--- config.mk ---
export PLATFORM = sky130hd
export DESIGN_NAME = pipe_hazard_ctrl_flat
export DESIGN_NICKNAME = d
export VERILOG_FILES = /design/src/rtl/pipe_hazard_ctrl_pkg.sv /design/src/rtl/pipe_hazard_ctrl_if.sv /design/src/rtl/pipe_hazard_ctrl_hazard_slot.sv /design/src/rtl/pipe_hazard_ctrl.sv /design/src/flat_wrapper.sv
export SDC_FILE = /design/constraint.sdc
export NUM_CORES = 1
export LEC_CHECK = 0
export CAP_MARGIN = 20
export CORE_ASPECT_RATIO = 1.1
export CORE_MARGIN = 5
export CORE_UTILIZATION = 30
export DETAILED_ROUTE_END_ITERATION = 10
export GPL_TIMING_DRIVEN = 0
export HOLD_SLACK_MARGIN = 0.05
export PLACE_DENSITY = 0.54
export SLEW_MARGIN = 20
export SYNTH_ARGS = -nofsm -noshare
export SYNTH_HDL_FRONTEND = slang
export SYNTH_SLANG_ARGS = --single-unit
--- constraint.sdc ---
create_clock -name clk -period 1.7 [get_ports clk]
set_clock_uncertainty 0.15 [all_clocks]
set_input_delay 0.255 -clock clk [delete_from_list [all_inputs] [get_ports clk]]
set_output_delay 0.255 -clock clk [all_outputs]
set_load 0.005 [all_outputs]
--- src/rtl/pipe_hazard_ctrl_pkg.sv ---
// Shared encodings for the pipeline hazard controller.
// The forward-select values match the ALU operand mux select bus of the core.
package pipe_hazard_ctrl_pkg;

  // ALU operand source: register file, ALU_MEM latch, or MEM_WB latch.
  typedef enum logic [1:0] {
    FWD_REG     = 2'b00,
    FWD_ALU_MEM = 2'b01,
    FWD_MEM_WB  = 2'b10
  } fwd_sel_e;

  // Width of the optional performance counters.
  localparam int PERF_W = 32;

  // Bits in one shadow slot: {valid, rd, we, is_load}.
  function automatic int haz_slot_w(input int reg_addr_w);
    return reg_addr_w + 3;
  endfunction

endpackage

--- src/rtl/pipe_hazard_ctrl_if.sv ---
// Decoder <-> hazard controller bundle.
// master: decoder / pipeline side. slave: pipe_hazard_ctrl.
interface pipe_hazard_ctrl_if #(
  parameter int REG_ADDR_W = 5,
  parameter int SEL_W      = 2
) ();
  logic                  dec_valid;
  logic [REG_ADDR_W-1:0] dec_rs1;
  logic [REG_ADDR_W-1:0] dec_rs2;
  logic [REG_ADDR_W-1:0] dec_rd;
  logic                  dec_we;
  logic                  dec_is_load;
  logic                  br_taken;
  logic                  stall_if;
  logic                  bubble_dec;
  logic                  flush_front;
  logic [SEL_W-1:0]      select1;
  logic [SEL_W-1:0]      select2;

  modport master (
    output dec_valid, dec_rs1, dec_rs2, dec_rd, dec_we, dec_is_load, br_taken,
    input  stall_if, bubble_dec, flush_front, select1, select2
  );

  modport slave (
    input  dec_valid, dec_rs1, dec_rs2, dec_rd, dec_we, dec_is_load, br_taken,
    output stall_if, bubble_dec, flush_front, select1, select2
  );
endinterface

--- src/rtl/pipe_hazard_ctrl_hazard_slot.sv ---
// One shadow slot of an in-flight instruction: {valid, rd, we, is_load}.
// i_kill turns the captured entry into a bubble (valid cleared).
module hazard_slot #(
  parameter int REG_ADDR_W = 5
) (
  input  logic                  clk,
  input  logic                  rst,
  input  logic                  i_kill,
  input  logic                  i_valid,
  input  logic [REG_ADDR_W-1:0] i_rd,
  input  logic                  i_we,
  input  logic                  i_is_load,
  output logic                  o_valid,
  output logic [REG_ADDR_W-1:0] o_rd,
  output logic                  o_we,
  output logic                  o_is_load
);

  logic                  r_valid;
  logic [REG_ADDR_W-1:0] r_rd;
  logic                  r_we;
  logic                  r_is_load;

  // Capture the upstream entry each edge; a kill inserts a bubble.
  always_ff @(posedge clk or posedge rst) begin
    if (rst) begin
      r_valid   <= 1'b0;
      r_rd      <= '0;
      r_we      <= 1'b0;
      r_is_load <= 1'b0;
    end else begin
      r_valid   <= i_valid & ~i_kill;
      r_rd      <= i_rd;
      r_we      <= i_we;
      r_is_load <= i_is_load;
    end
  end

  assign o_valid   = r_valid;
  assign o_rd      = r_rd;
  assign o_we      = r_we;
  assign o_is_load = r_is_load;

endmodule

--- src/rtl/pipe_hazard_ctrl.sv ---
// Pipeline hazard controller for the 5-stage core.
// Tracks EX/MEM/WB destinations in shadow slots and produces operand
// forward selects, load-use stalls and branch-redirect flushes.
// Optional feature macro: HAZARD_PERF_EN (adds stall/flush perf counters).
module pipe_hazard_ctrl
  import pipe_hazard_ctrl_pkg::*;
#(
  parameter int REG_ADDR_W   = 5,
  parameter int SEL_W        = 2,
  parameter int FLUSH_CYCLES = 1
) (
  input  logic                clk,
  input  logic                resetIn,
  pipe_hazard_ctrl_if.slave   hz
`ifdef HAZARD_PERF_EN
  ,
  output logic [PERF_W-1:0]   perf_stall_cnt,
  output logic [PERF_W-1:0]   perf_flush_cnt
`endif
);

  localparam int FCNT_W = $clog2(FLUSH_CYCLES + 1);

  // EX slot (fed from decode)
  logic                  w_ex_valid;
  logic [REG_ADDR_W-1:0] w_ex_rd;
  logic                  w_ex_we;
  logic                  w_ex_is_load;
  // MEM slot
  logic                  w_mem_valid;
  logic [REG_ADDR_W-1:0] w_mem_rd;
  logic                  w_mem_we;
  logic                  w_mem_is_load;
  // WB slot (is_load kept for symmetry, not needed for forwarding)
  logic                  w_wb_valid;
  logic [REG_ADDR_W-1:0] w_wb_rd;
  logic                  w_wb_we;
  logic                  w_unused_wb_is_load;

  logic [REG_ADDR_W-1:0] r_ex_rs1;
  logic [REG_ADDR_W-1:0] r_ex_rs2;
  logic [FCNT_W-1:0]     r_fcnt;

  logic w_load_use;
  logic w_br;
  logic w_flush;
  logic w_bubble;

  // Forward source for one EX operand; the MEM producer is younger and wins.
  function automatic logic [SEL_W-1:0] fwd_pick(
    input logic [REG_ADDR_W-1:0] rs,
    input logic                  mem_ok,
    input logic [REG_ADDR_W-1:0] mem_rd,
    input logic                  wb_ok,
    input logic [REG_ADDR_W-1:0] wb_rd
  );
    logic [SEL_W-1:0] sel;
    sel = SEL_W'(FWD_REG);
    if (rs != '0) begin
      if (mem_ok && (mem_rd == rs))     sel = SEL_W'(FWD_ALU_MEM);
      else if (wb_ok && (wb_rd == rs))  sel = SEL_W'(FWD_MEM_WB);
    end
    return sel;
  endfunction

  hazard_slot #(.REG_ADDR_W(REG_ADDR_W)) u_slot_ex (
    .clk       (clk),
    .rst       (resetIn),
    .i_kill    (w_bubble),
    .i_valid   (hz.dec_valid),
    .i_rd      (hz.dec_rd),
    .i_we      (hz.dec_we),
    .i_is_load (hz.dec_is_load),
    .o_valid   (w_ex_valid),
    .o_rd      (w_ex_rd),
    .o_we      (w_ex_we),
    .o_is_load (w_ex_is_load)
  );

  hazard_slot #(.REG_ADDR_W(REG_ADDR_W)) u_slot_mem (
    .clk       (clk),
    .rst       (resetIn),
    .i_kill    (1'b0),
    .i_valid   (w_ex_valid),
    .i_rd      (w_ex_rd),
    .i_we      (w_ex_we),
    .i_is_load (w_ex_is_load),
    .o_valid   (w_mem_valid),
    .o_rd      (w_mem_rd),
    .o_we      (w_mem_we),
    .o_is_load (w_mem_is_load)
  );

  hazard_slot #(.REG_ADDR_W(REG_ADDR_W)) u_slot_wb (
    .clk       (clk),
    .rst       (resetIn),
    .i_kill    (1'b0),
    .i_valid   (w_mem_valid),
    .i_rd      (w_mem_rd),
    .i_we      (w_mem_we),
    .i_is_load (w_mem_is_load),
    .o_valid   (w_wb_valid),
    .o_rd      (w_wb_rd),
    .o_we      (w_wb_we),
    .o_is_load (w_unused_wb_is_load)
  );

  // EX source registers follow decode; a killed entry is masked by EX valid.
  always_ff @(posedge clk or posedge resetIn) begin
    if (resetIn) begin
      r_ex_rs1 <= '0;
      r_ex_rs2 <= '0;
    end else begin
      r_ex_rs1 <= hz.dec_rs1;
      r_ex_rs2 <= hz.dec_rs2;
    end
  end

  // Flush hold counter: loaded by a taken branch, counts down to zero and stays.
  always_ff @(posedge clk or posedge resetIn) begin
    if (resetIn) begin
      r_fcnt <= '0;
    end else if (w_br) begin
      r_fcnt <= FCNT_W'(FLUSH_CYCLES - 1);
    end else if (r_fcnt != '0) begin
      r_fcnt <= r_fcnt - 1'b1;
    end
  end

  // Hazard decisions: load-use from decode vs EX, branch honoured only for a live EX.
  always_comb begin
    w_load_use = hz.dec_valid & w_ex_valid & w_ex_we & w_ex_is_load &
                 (w_ex_rd != '0) &
                 ((w_ex_rd == hz.dec_rs1) | (w_ex_rd == hz.dec_rs2));
    w_br       = hz.br_taken & w_ex_valid;
    w_flush    = w_br | (r_fcnt != '0);
    w_bubble   = w_load_use | w_flush;
  end

  // The redirect must reach the PC, so a flush overrides the stall.
  assign hz.stall_if    = w_load_use & ~w_flush;
  assign hz.bubble_dec  = w_bubble;
  assign hz.flush_front = w_flush;

  // Operand selects depend only on registered shadow state.
  assign hz.select1 = fwd_pick(r_ex_rs1, w_mem_valid & w_mem_we & ~w_mem_is_load, w_mem_rd,
                               w_wb_valid & w_wb_we, w_wb_rd);
  assign hz.select2 = fwd_pick(r_ex_rs2, w_mem_valid & w_mem_we & ~w_mem_is_load, w_mem_rd,
                               w_wb_valid & w_wb_we, w_wb_rd);

`ifdef HAZARD_PERF_EN
  logic [PERF_W-1:0] r_perf_stall;
  logic [PERF_W-1:0] r_perf_flush;

  // Increment that sticks at all-ones instead of wrapping.
  function automatic logic [PERF_W-1:0] sat_inc(input logic [PERF_W-1:0] v);
    return (&v) ? v : v + 1'b1;
  endfunction

  // Count stall and flush cycles, saturating.
  always_ff @(posedge clk or posedge resetIn) begin
    if (resetIn) begin
      r_perf_stall <= '0;
      r_perf_flush <= '0;
    end else begin
      if (hz.stall_if) r_perf_stall <= sat_inc(r_perf_stall);
      if (w_flush)     r_perf_flush <= sat_inc(r_perf_flush);
    end
  end

  assign perf_stall_cnt = r_perf_stall;
  assign perf_flush_cnt = r_perf_flush;
`endif

endmodule

--- src/flat_wrapper.sv ---
// flat-port wrapper written by rule: the top's interface ports become plain ports
module pipe_hazard_ctrl_flat import pipe_hazard_ctrl_pkg::*;
#(
  parameter int REG_ADDR_W   = 5,
  parameter int SEL_W        = 2,
  parameter int FLUSH_CYCLES = 1
)
  (clk, resetIn, hz_dec_valid, hz_dec_rs1, hz_dec_rs2, hz_dec_rd, hz_dec_we, hz_dec_is_load, hz_br_taken, hz_stall_if, hz_bubble_dec, hz_flush_front, hz_select1, hz_select2);
  pipe_hazard_ctrl_if #(.REG_ADDR_W(REG_ADDR_W), .SEL_W(SEL_W)) hz_i ();
  input  logic clk;
  input  logic resetIn;
  input wire logic [$bits(hz_i.dec_valid)-1:0] hz_dec_valid;
  input wire logic [$bits(hz_i.dec_rs1)-1:0] hz_dec_rs1;
  input wire logic [$bits(hz_i.dec_rs2)-1:0] hz_dec_rs2;
  input wire logic [$bits(hz_i.dec_rd)-1:0] hz_dec_rd;
  input wire logic [$bits(hz_i.dec_we)-1:0] hz_dec_we;
  input wire logic [$bits(hz_i.dec_is_load)-1:0] hz_dec_is_load;
  input wire logic [$bits(hz_i.br_taken)-1:0] hz_br_taken;
  output wire logic [$bits(hz_i.stall_if)-1:0] hz_stall_if;
  output wire logic [$bits(hz_i.bubble_dec)-1:0] hz_bubble_dec;
  output wire logic [$bits(hz_i.flush_front)-1:0] hz_flush_front;
  output wire logic [$bits(hz_i.select1)-1:0] hz_select1;
  output wire logic [$bits(hz_i.select2)-1:0] hz_select2;
  assign hz_i.dec_valid = hz_dec_valid;
  assign hz_i.dec_rs1 = hz_dec_rs1;
  assign hz_i.dec_rs2 = hz_dec_rs2;
  assign hz_i.dec_rd = hz_dec_rd;
  assign hz_i.dec_we = hz_dec_we;
  assign hz_i.dec_is_load = hz_dec_is_load;
  assign hz_i.br_taken = hz_br_taken;
  assign hz_stall_if = hz_i.stall_if;
  assign hz_bubble_dec = hz_i.bubble_dec;
  assign hz_flush_front = hz_i.flush_front;
  assign hz_select1 = hz_i.select1;
  assign hz_select2 = hz_i.select2;
  pipe_hazard_ctrl #(.REG_ADDR_W(REG_ADDR_W), .SEL_W(SEL_W), .FLUSH_CYCLES(FLUSH_CYCLES)) u_core (.clk(clk), .resetIn(resetIn), .hz(hz_i));
endmodule
==> Changelog: implementation, run 1 <==
### Metrics

* Outcome: complete, but fails checks
* Failing checks: negative setup slack
* Relative area of non-clock buffer cells in the final design at 16.69%
* Number of cells on the worst hold path at 0
* Number of flip-flops and latches in the synthesized netlist at 33
* Setup violators final at 6
* Critical register-to-register path startpoint: u_core.u_slot_ex.o_rd[1]$_DFF_PP0_
* Post-synthesis cell count from yosys at 98
* Fraction of synthesized cell area in xor and xnor cells at 20.41%
* Fraction of registers with async set/reset at 100.0%
* Post-layout worst setup margin at -0.3545 ns
* Final #Nets at 161
* Capture endpoint of the worst hold path: u_core.u_slot_wb.o_we$_DFF_PP0_
* Wire length of the first global-routing pass at 4395 um
* Post-cts resize count at 33
* Mi-comb count at 63
* Clock distribution area overhead in the final layout at 4.552%
* Buffers on Ports at 27
* Cell internal pwr at 0.001219 W
* Critical path start-end classification: register to output port
* Core footprint at 0.004223 mm^2
* Worst stage delay on the critical path at 0.55 ns
* Ratio of final minimum period to clock period at 120.9%
* Headroom to the max-slew limit at 55.75%
* Register cell area after layout at 825.8 um^2
* Final HPWL DP at 1994 um
* Sequential share of the synthesized area at 64.14%
* Most instantiated cells after synthesis: 33 x dfrtp_1, 16 x xor2_1, 14 x xnor2_1
* Pins over their slew limit at 0
* Vias in the first global route at 932
* EDFF count, synth at 0
* I/O pin cnt at 28
* Non-CTS buffers at 35
* Pwr/cell area at 880.6 mW/mm^2
* Fraction of the core area covered by cells at the end of the flow at 42.96%
Figure 1. Signal wires on met1 (run 1).
Scale: 6 px per um. Supply wires on this layer in gray.
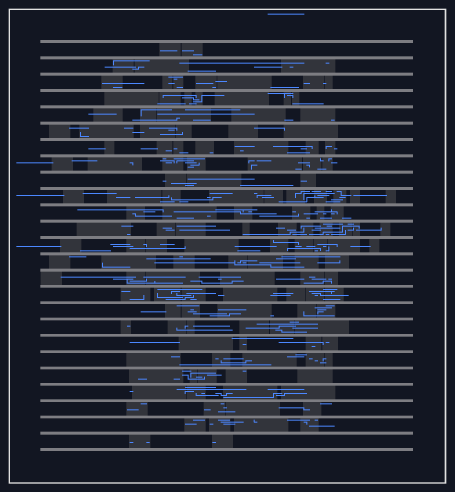
- wire length on this layer: 1000 um
- main direction: horizontal
- nets with wire on the layer: 147
- longest straight run: 20.7 um
- share of all routed wire: 37%

Figure 2. The metal 2 layer (run 1).
Scale: 6 px per um.
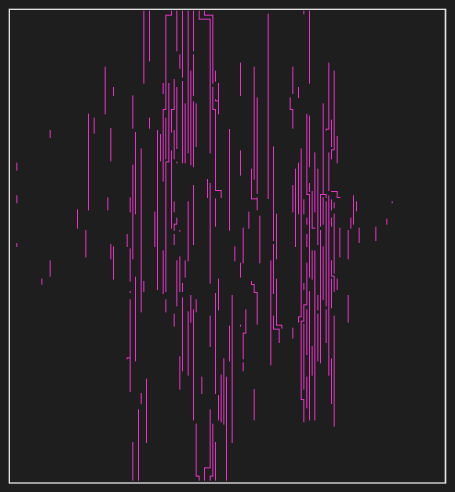
- nets with wire on the layer: 141
- main direction: vertical
- wire length on this layer: 1530 um
- longest straight run: 30.8 um
detailed-route via count: 851
overall routed net length: 2681 um
met2 Usage GRT: 18.49%

Figure 3. Metal 3 (run 1).
Scale: 8 px per um.
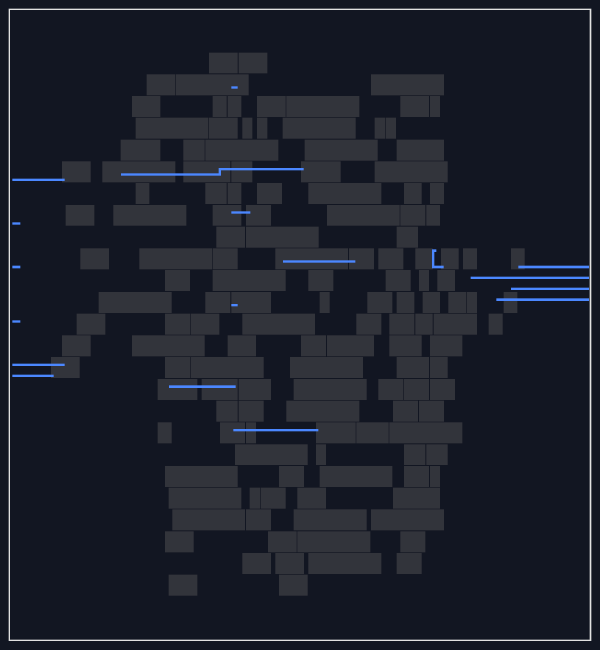
- longest straight run: 14.5 um
- share of all routed wire: 4.5%
- main direction: horizontal
- wire length on this layer: 119 um
- nets with wire on the layer: 14
fraction of met3 tracks used by global routing: 3.671%

==> run 2: changes to the inputs <==
TNS_END_PERCENT = 5   (was unset)
Figure 4. Routed clock nets over the placement (run 2).
Scale: 4 px per um.
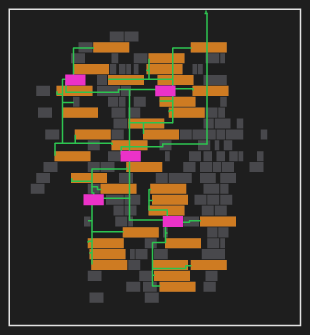
- clock wires: green (length 375 um)
- flip-flops: orange (count 33)
- cells driving clock nets: magenta (count 5)
- routed clock nets: 6
clock distribution power: 0.000540 W
relative contribution of the clock network to total power: 33.7%

Figure 5. Signal wires on met1 (run 2).
Scale: 6 px per um. Supply wires on this layer in gray.
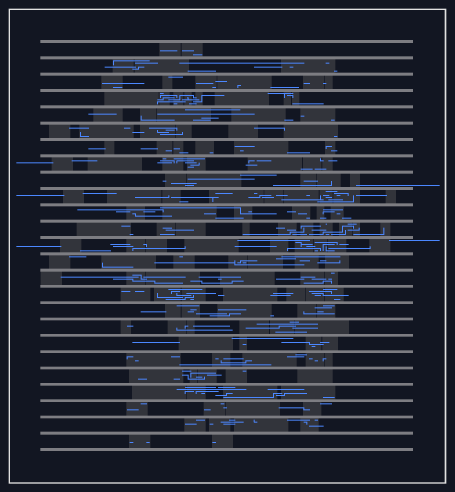
- share of all routed wire: 37%
- main direction: horizontal
met1 Usage GRT: 10.40%
overall routed net length: 2651 um

Figure 6. Routing congestion map (run 2).
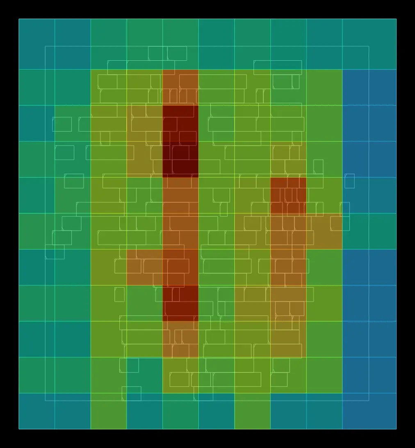
Tot GR Track Use: 10.37%
average routed wire per standard cell: 13.59 um
GRT Max-Usage Layer: met2

==> Changelog: implementation, run 2 <==
### Metrics

* I/O pin cnt at 28 (unchanged)
* Pwr/cell area at 875.7 mW/mm^2 (was 880.6 mW/mm^2)
* Clock buffer count from CTS at 5 (unchanged)
* Sequential share of the synthesized area at 64.14% (unchanged)
* Final #Nets at 161 (unchanged)
* Post-synthesis cell count from yosys at 98 (unchanged)
* Clock distribution area overhead in the final layout at 4.521% (was 4.552%)
* Worst-case vdd ir drop at 0.4738 mV (was 0.4692 mV)
* Pins over their slew limit at 0 (unchanged)
* Capture endpoint of the worst hold path: u_core.u_slot_wb.o_we$_DFF_PP0_ (unchanged)
* Outcome: complete, but fails checks (unchanged)
* Failing checks: negative setup slack (unchanged)
* Number of flip-flops and latches in the synthesized netlist at 33 (unchanged)
* EDFF count, synth at 0 (unchanged)
* Core footprint at 0.004223 mm^2 (unchanged)
* Crit path cell chain: or4_4, nor2_4, or3_1, a31oi_1, buf_2 (was or4_4, nor2_2, or3_1, a31oi_1, buf_2)
* Number of clock buffer instances in the layout at 6 (unchanged)
* Yosys stat area at 0.001287 mm^2 (unchanged)
* Worst stage delay on the critical path at 0.56 ns (was 0.55 ns)
* Mi-comb count at 63 (unchanged)
* Fraction of synthesized cell area in xor and xnor cells at 20.41% (unchanged)
* Wire length of the first global-routing pass at 4381 um (was 4395 um)
* Critical-path cell with the highest stage delay: or4_4 (unchanged)
* Buffers on Ports at 27 (unchanged)
* Post-layout worst setup margin at -0.3323 ns (was -0.3545 ns)
* Relative area of non-clock buffer cells in the final design at 16.85% (was 16.69%)
* Die span in y at 78.71 um (unchanged)
* Register cell area after layout at 825.8 um^2 (unchanged)
* N_diodes at 0 (unchanged)
* Setup violators final at 6 (unchanged)
* Vias in the first global route at 934 (was 932)
* Met2 Usage GRT at 18.49% (unchanged)
* Cell internal pwr at 0.001220 W (was 0.001219 W)
* Most common logic cell in the routed design: dfrtp_1 (unchanged)
* Final HPWL DP at 1994 um (unchanged)
* Post-cts resize count at 26 (was 33)
* Number of cells on the worst hold path at 0 (unchanged)
* Detailed-route via count at 849 (was 851)
* Critical path start-end classification: register to output port (unchanged)
* Critical register-to-register path startpoint: u_core.u_slot_ex.o_rd[1]$_DFF_PP0_ (unchanged)
==> run 3: changes to the inputs <==
clock period = 2.1 ns   (was 1.7 ns; I/O delays follow)
Figure 7. Routed clock nets over the placement (run 3).
Scale: 4 px per um.
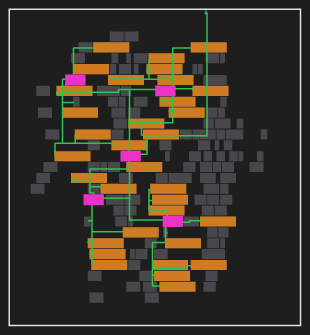
- cells driving clock nets: magenta (count 5)
- flip-flops: orange (count 33)
- clock wires: green (length 376 um)
- routed clock nets: 6

Figure 8. Signal wires on met1 (run 3).
Scale: 6 px per um. Supply wires on this layer in gray.
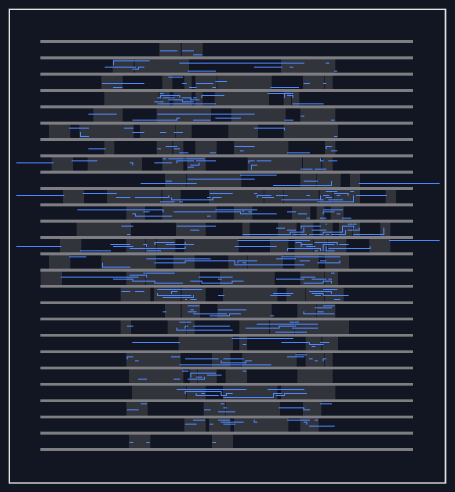
- main direction: horizontal
- share of all routed wire: 38%
- nets with wire on the layer: 150
- longest straight run: 20.7 um

Figure 9. Metal 3 (run 3).
Scale: 8 px per um.
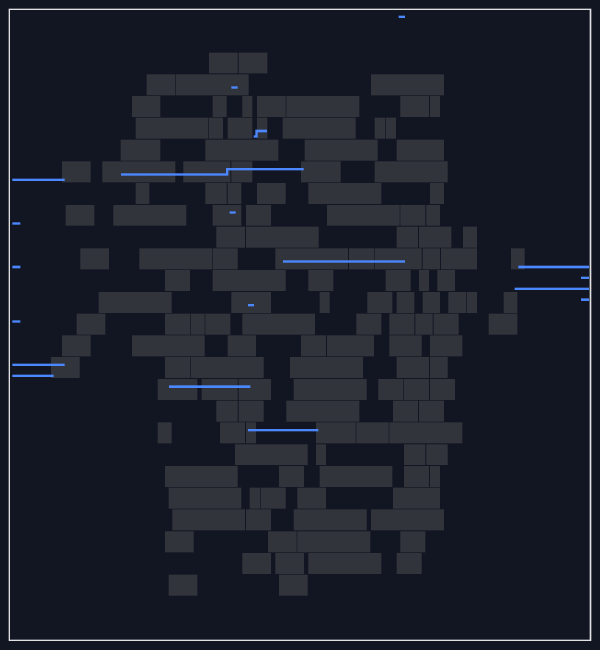
- share of all routed wire: 3.7%
- nets with wire on the layer: 14
- longest straight run: 14.9 um
overall routed net length: 2614 um
fraction of met3 tracks used by global routing: 3.544%
detailed-route via count: 844

==> Changelog: implementation, run 3 <==
### Metrics

* Headroom to the max-slew limit at 55.75% (was 55.71%)
* Clock distribution area overhead in the final layout at 4.539% (was 4.521%)
* Final HPWL DP at 1994 um (unchanged)
* Setup violators final at 1 (was 6)
* Relative contribution of the clock network to total power at 33.8% (was 33.7%)
* Cell internal pwr at 0.0009868 W (was 0.001220 W)
* Critical register-to-register path startpoint: u_core.u_slot_ex.o_rd[1]$_DFF_PP0_ (unchanged)
* Most common logic cell in the routed design: dfrtp_1 (unchanged)
* Clock distribution power at 0.000437 W (was 0.000540 W)
* Critical-path cell with the highest stage delay: or4_4 (unchanged)
* Clock buffer count from CTS at 5 (unchanged)
* Fraction of synthesized cell area in xor and xnor cells at 20.41% (unchanged)
* Fraction of the core area covered by cells at the end of the flow at 43.08% (was 43.26%)
* Non-CTS buffers at 34 (was 35)
* Tot GR Track Use at 10.29% (was 10.37%)
* N_diodes at 0 (unchanged)
* Yosys stat area at 0.001287 mm^2 (unchanged)
* Fraction of registers with async set/reset at 100.0% (unchanged)
* Failing checks: negative setup slack (unchanged)
* GRT Max-Usage Layer: met2 (unchanged)
* Critical path start-end classification: register to output port (unchanged)
* Met1 Usage GRT at 10.40% (unchanged)
* Outcome: complete, but fails checks (unchanged)
* Ratio of final minimum period to clock period at 100.1%
* Relative area of non-clock buffer cells in the final design at 16.57% (was 16.85%)
* Register cell area after layout at 825.8 um^2 (unchanged)
* Pins over their slew limit at 0 (unchanged)
* Worst stage delay on the critical path at 0.58 ns (was 0.56 ns)
* Wire length of the first global-routing pass at 4340 um (was 4381 um)
* I/O pin cnt at 28 (unchanged)
* Number of cells on the worst hold path at 0 (unchanged)
* Capture endpoint of the worst hold path: u_core.u_slot_wb.o_we$_DFF_PP0_ (unchanged)
* Number of clock buffer instances in the layout at 6 (unchanged)
* Final #Nets at 160 (was 161)
* Post-layout worst setup margin at -0.001702 ns (was -0.3323 ns)
* Crit path cell chain: or4_4, o21ai_4, o21ai_2, buf_2 (was or4_4, nor2_4, or3_1, a31oi_1, buf_2)
* Mi-comb count at 63 (unchanged)
* EDFF count, synth at 0 (unchanged)
* Post-synthesis cell count from yosys at 98 (unchanged)
Power figures rest on the tool's default switching activity, not on a simulated workload.
